**src/rtl/alu_bitserial_seq.sv**
```systemverilog
// Bit-serial ALU: one 1-bit slice iterated LSB first, carry in a flop.
// Same op encoding and flags as the ripple ALU, start/busy/done handshake.
module alu_bitserial_seq #(
    parameter int WIDTH = 32,
    localparam int CW = $clog2(WIDTH)
) (
    input  logic             clk,
    input  logic             rst_n,
    input  logic             start,
    input  logic [2:0]       alu_op,
    input  logic [WIDTH-1:0] a,
    input  logic [WIDTH-1:0] b,
    output logic             busy,
    output logic             done,
    output logic [WIDTH-1:0] result,
    output logic             zero,
    output logic             overflow,
    output logic             carry_out
);

    typedef enum logic [1:0] {
        IDLE,
        RUN,
        FINISH
    } state_t;

    state_t           state;
    logic [WIDTH-1:0] a_sh;
    logic [WIDTH-1:0] b_sh;
    logic [WIDTH-1:0] res_sh;
    logic [2:0]       op_q;
    logic [CW-1:0]    cnt;
    logic             carry_ff;
    logic             v_q;
    logic             msb_q;
    logic             c_last;

    logic             bb;
    logic             sum;
    logic             cout;
    logic             bit_out;
    logic             is_arith;
    logic             is_slt;
    logic [WIDTH-1:0] res_final;

    always_comb begin
        bb       = b_sh[0] ^ op_q[2];
        sum      = a_sh[0] ^ bb ^ carry_ff;
        cout     = (a_sh[0] & bb) | (a_sh[0] & carry_ff) | (bb & carry_ff);
        is_slt   = (op_q == 3'b111);
        is_arith = (op_q == 3'b010) || (op_q == 3'b110) || is_slt;
        bit_out  = 1'b0;
        case (op_q)
            3'b000:         bit_out = a_sh[0] & bb;
            3'b001:         bit_out = a_sh[0] | bb;
            3'b010, 3'b110: bit_out = sum;
            default:        bit_out = 1'b0;
        endcase
        // SLT: sign of the difference, corrected by signed overflow
        if (is_slt)
            res_final = {{(WIDTH-1){1'b0}}, v_q ^ msb_q};
        else
            res_final = res_sh;
    end

    always_ff @(posedge clk or negedge rst_n) begin
        if (!rst_n) begin
            state     <= IDLE;
            a_sh      <= '0;
            b_sh      <= '0;
            res_sh    <= '0;
            op_q      <= '0;
            cnt       <= '0;
            carry_ff  <= 1'b0;
            v_q       <= 1'b0;
            msb_q     <= 1'b0;
            c_last    <= 1'b0;
            busy      <= 1'b0;
            done      <= 1'b0;
            result    <= '0;
            zero      <= 1'b1;
            overflow  <= 1'b0;
            carry_out <= 1'b0;
        end else begin
            done <= 1'b0;
            case (state)
                IDLE: begin
                    if (start) begin
                        a_sh     <= a;
                        b_sh     <= b;
                        op_q     <= alu_op;
                        carry_ff <= alu_op[2];
                        cnt      <= '0;
                        busy     <= 1'b1;
                        state    <= RUN;
                    end
                end
                RUN: begin
                    res_sh   <= {bit_out, res_sh[WIDTH-1:1]};
                    a_sh     <= a_sh >> 1;
                    b_sh     <= b_sh >> 1;
                    carry_ff <= cout;
                    if (cnt == CW'(WIDTH - 1)) begin
                        v_q    <= carry_ff ^ cout;
                        msb_q  <= sum;
                        c_last <= cout;
                        state  <= FINISH;
                    end else begin
                        cnt <= cnt + 1'b1;
                    end
                end
                FINISH: begin
                    result    <= res_final;
                    zero      <= ~|res_final;
                    overflow  <= is_arith & v_q;
                    carry_out <= is_arith & c_last;
                    done      <= 1'b1;
                    busy      <= 1'b0;
                    state     <= IDLE;
                end
                default: state <= IDLE;
            endcase
        end
    end

endmodule
```
**config.mk**
```make
export PLATFORM = sky130hd
export DESIGN_NAME = alu_bitserial_seq
export DESIGN_NICKNAME = d
export VERILOG_FILES = /design/src/rtl/alu_bitserial_seq.sv
export SDC_FILE = /design/constraint.sdc
export NUM_CORES = 1
export LEC_CHECK = 0
export CAP_MARGIN = 40
export CORE_UTILIZATION = 45
export DETAILED_ROUTE_END_ITERATION = 16
export PLACE_DENSITY = 0.69
export SLEW_MARGIN = 20
export SYNTH_ARGS = -nofsm -noshare
export SYNTH_HDL_FRONTEND = slang
export SYNTH_SLANG_ARGS = --single-unit
```
**constraint.sdc**
```tcl
create_clock -name clk -period 1.9 [get_ports clk]
set_input_delay 0.475 -clock clk [delete_from_list [all_inputs] [get_ports clk]]
set_output_delay 0.475 -clock clk [all_outputs]
set_load 0.01 [all_outputs]
```
**Run 1: placement by cell class**

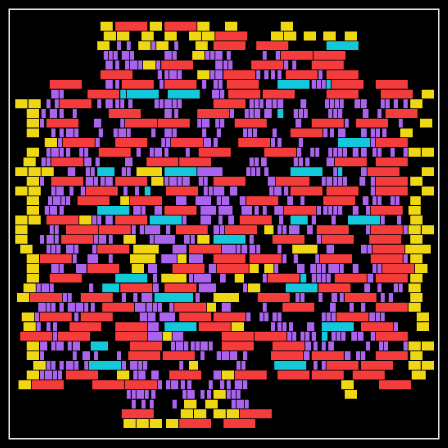
Key: purple = all other logic [cells 516]; cyan = clock drivers and dummy loads [cells 29]; yellow = other buffers and delay cells [cells 123]; red = flip-flops [cells 147]

**Run 1: nets reached from selected ports**

The bar under the picture is 20 um long.
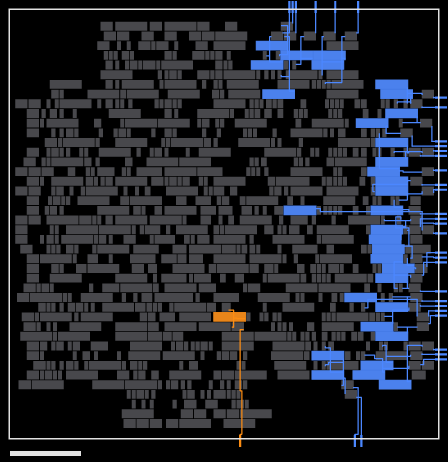
Key: blue = result [direction output, edge 24 right, 6 top, 2 bottom, end cells 32, buffers 32, wire 579 um]; orange = busy [direction output, edge bottom, end cells 1, buffers 1, wire 41.9 um]

**Run 1: cell density map**

The bar under the picture is 20 um long. 12 x 12 tiles, from black (low) to pale yellow (high), 0 to 100% covered.
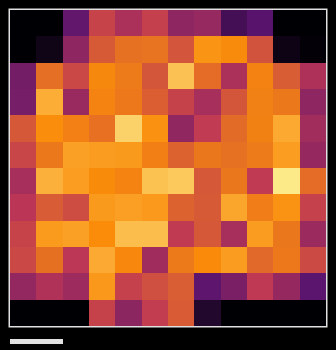
The fullest tile reaches 95%. 9.0% of the tiles are nearly empty. The mean over all tiles is 55%.

==> results_dict.tcl, run 1 <==
# metrics dict for downstream scripts
set metrics [dict create \
    status "completed" \
    final_common_cell "nand2_1" \
    postCtsSetupBuffers 0 \
    drv_slew 0 \
    flop_cell "dfrtp_1" \
    sh_comb_area_pct 29.11 \
    power_leakage_nw 3.934 \
    place_ws_ps 55.74 \
    crit_slowest_cell "clkdlybuf4s50_1" \
    top_layer "met4" \
    cp-start-kind "flip-flop" \
    ys.flops 147 \
    met2_usage_pct 31.97 \
    synth.area.top_cells "dfrtp_1 58%, nand2_1 17%, a31oi_1 6.5%" \
    wl_met1_um 6048 \
    setup_ws_ps 72.97 \
    met3_length_um 628 \
    most_common_cell "nand2_1" \
    clockNetworkAreaShare_pct 6.702 \
    r2r_cells 5 \
    worstPathRequired_ps 1420 \
    stdcell_count 991 \
    grt_pass1_wl_um 22540 \
    comb-power_mw 3.71 \
    end_kind "output pin" \
    rsz0062_at_grt "false" \
    warning_count 28 \
    final_area_sq_mm 0.008103 \
]
==> run 1 -> run 2 <==
--- a/config.mk
+++ b/config.mk
@@ -6,9 +6,9 @@
 export NUM_CORES = 1
 export LEC_CHECK = 0
 export CAP_MARGIN = 40
-export CORE_UTILIZATION = 45
+export CORE_UTILIZATION = 53
 export DETAILED_ROUTE_END_ITERATION = 16
-export PLACE_DENSITY = 0.69
+export PLACE_DENSITY = 0.8
 export SLEW_MARGIN = 20
 export SYNTH_ARGS = -nofsm -noshare
 export SYNTH_HDL_FRONTEND = slang
==> run 2 against run 1 <==
  * Hold slack worse by 470 ps
  * Highest routed layer unchanged
  * Die area down 15%
  * Total power increased by 1.6%
  * Via count grew 3.6%
  * Utilization up 10 points
  * Sequential share of layout area is 0.13 points higher
  * Critical path type unchanged
  * Register-to-register slack hardly changed
  * First-iteration DRC count grew 9.5%
  * Clock power is 3% higher
  * Combinational power is 2% higher
  * The flow now finishes with violations (negative hold slack)
  * Sequential cell count unchanged
  * Non-clock buffer count rose by 3
==> results_dict.tcl, run 2 <==
# metrics dict for downstream scripts
set metrics [dict create \
    fin_hold_ws_ps -10.67 \
    wl_met1_um 5753 \
    met3_length_um 801 \
    chipHeight_um 110.9 \
    finalHoldViolCount 13 \
    cp-start-kind "flip-flop" \
    rsz0062_at_grt "false" \
    grt_pass1_wl_um 23510 \
    final_area_sq_mm 0.008079 \
    antenna_cells 0 \
    grt_max_degree 67 \
    dr.pass1.iters 7 \
    flops 147 \
    warning_count 28 \
    ys.flops 147 \
    stdcell_count 964 \
    status "finished, violations left" \
    worst-path-buf-inv 1 \
    sh_comb_area_pct 29.19 \
    end_kind "output pin" \
    flop_cell "dfrtp_1" \
    final_common_cell "nand2_1" \
    most_common_cell "nand2_1" \
    crit_slowest_cell "clkdlybuf4s50_1" \
    power_leakage_nw 3.950 \
    numCtsBuffers 17 \
    setup_ws_ps 59.52 \
    place_ws_ps 84.49 \
    crit_fanout 2 \
    insertion_delay_ps 410 \
    postCtsSetupBuffers 0 \
    met2_usage_pct 39.96 \
    r2r_cells 5 \
    failed_checks "negative hold slack" \
    synth.area.top_cells "dfrtp_1 58%, nand2_1 17%, a31oi_1 6.5%" \
    comb-power_mw 3.77 \
    coreArea_sq_mm 0.01147 \
    clockNetworkAreaShare_pct 7.000 \
    drv_slew 0 \
]
**Run 2: floorplan with the power grid**

The bar under the picture is 20 um long. Pins as bars on the die edge.
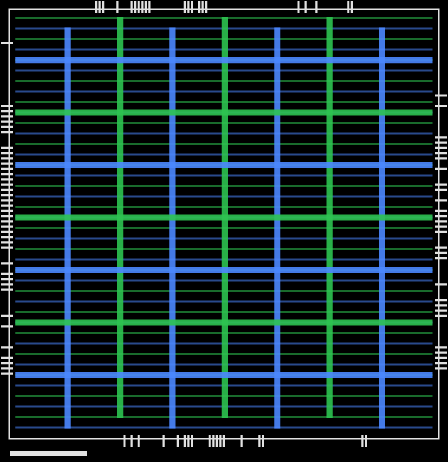
Key: green = VDD; blue = VSS
The core has 39 rows. 7 straps on met5. 107 signal pins sit on the boundary.

**Run 2: cell density map**

The bar under the picture is 20 um long. 11 x 11 tiles, from black (low) to pale yellow (high), 0 to 100% covered.
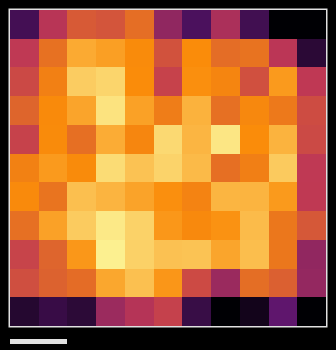
The densest ninth of the die: middle. The fullest tile reaches 97%. 38% of the tiles are over 75% full. The mean over all tiles is 64%. 3.3% of the tiles are nearly empty.

==> run 2 -> run 3 <==
--- a/config.mk
+++ b/config.mk
@@ -5,6 +5,7 @@
 export SDC_FILE = /design/constraint.sdc
 export NUM_CORES = 1
 export LEC_CHECK = 0
+export ABC_CLOCK_PERIOD_IN_PS = 1900
 export CAP_MARGIN = 40
 export CORE_UTILIZATION = 53
 export DETAILED_ROUTE_END_ITERATION = 16
==> run 3 against run 2 <==
  * First-iteration DRC count did not move
  * Non-clock buffer count did not move
  * Design area did not move
  * Hold slack did not move
  * Setup slack did not move
  * The run still ends with negative hold slack left
  * Via count did not move
  * Cell count did not move
  * Clock-buffer cell count did not move
  * Sequential power barely moved
==> results_dict.tcl, run 3 <==
# metrics dict for downstream scripts
set metrics [dict create \
    stdcell_count 964 \
    synth.area.top_cells "dfrtp_1 58%, nand2_1 17%, a31oi_1 6.5%" \
    ys.flops 147 \
    comb-power_mw 3.77 \
    final_common_cell "nand2_1" \
    end_kind "output pin" \
    warning_count 28 \
    insertion_delay_ps 410 \
    power_leakage_nw 3.950 \
    flops 147 \
    place_ws_ps 84.49 \
    drv_slew 0 \
    flop_cell "dfrtp_1" \
    status "finished, violations left" \
    sh_comb_area_pct 29.19 \
    dr.pass1.iters 7 \
    finalHoldViolCount 13 \
    clockNetworkAreaShare_pct 7.000 \
    r2r_cells 5 \
    met2_usage_pct 39.96 \
    coreArea_sq_mm 0.01147 \
    wl_met1_um 5753 \
    final_area_sq_mm 0.008079 \
    worst-path-buf-inv 1 \
    fin_hold_ws_ps -10.67 \
    rsz0062_at_grt "false" \
    failed_checks "negative hold slack" \
    setup_ws_ps 59.52 \
    numCtsBuffers 17 \
    grt_max_degree 67 \
]
**Run 3: nets reached from selected ports**

The bar under the picture is 20 um long.
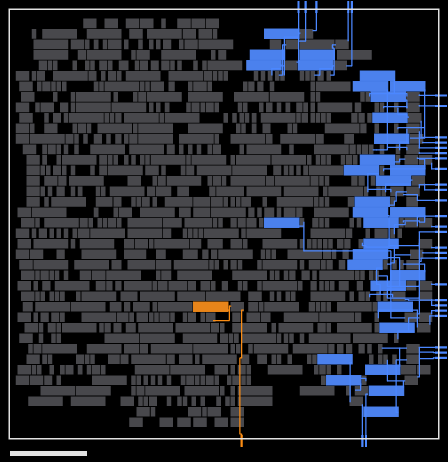
Key: blue = result [direction output, edge 25 right, 5 top, 2 bottom, end cells 32, buffers 32, wire 654 um]; orange = busy [direction output, edge bottom, end cells 1, buffers 1, wire 43.0 um]

**Run 3: cell density map**

The bar under the picture is 20 um long. 11 x 11 tiles, from black (low) to pale yellow (high), 0 to 100% covered.
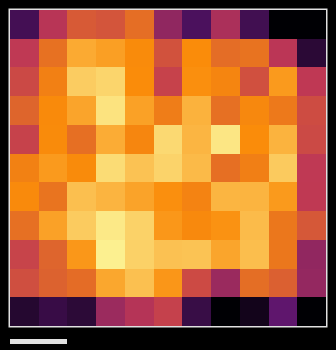
3.3% of the tiles are nearly empty. The densest ninth of the die: middle. The fullest tile reaches 97%. The mean over all tiles is 64%.


## Gallery

Routing congestion map.
image #1
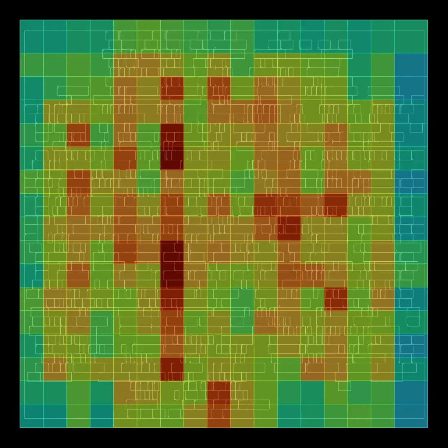
image #2
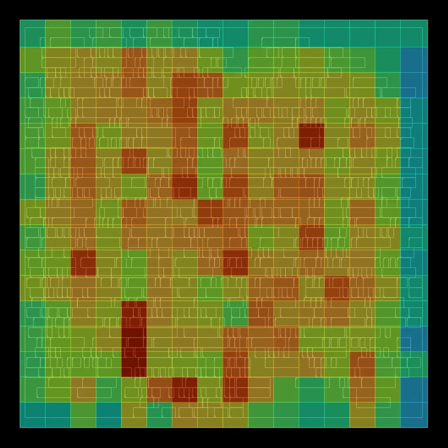
Of these, highest track usage: image #2
image #1: run 1
image #2: run 3

No activity file was given, so power comes from the tool's default toggle rates.
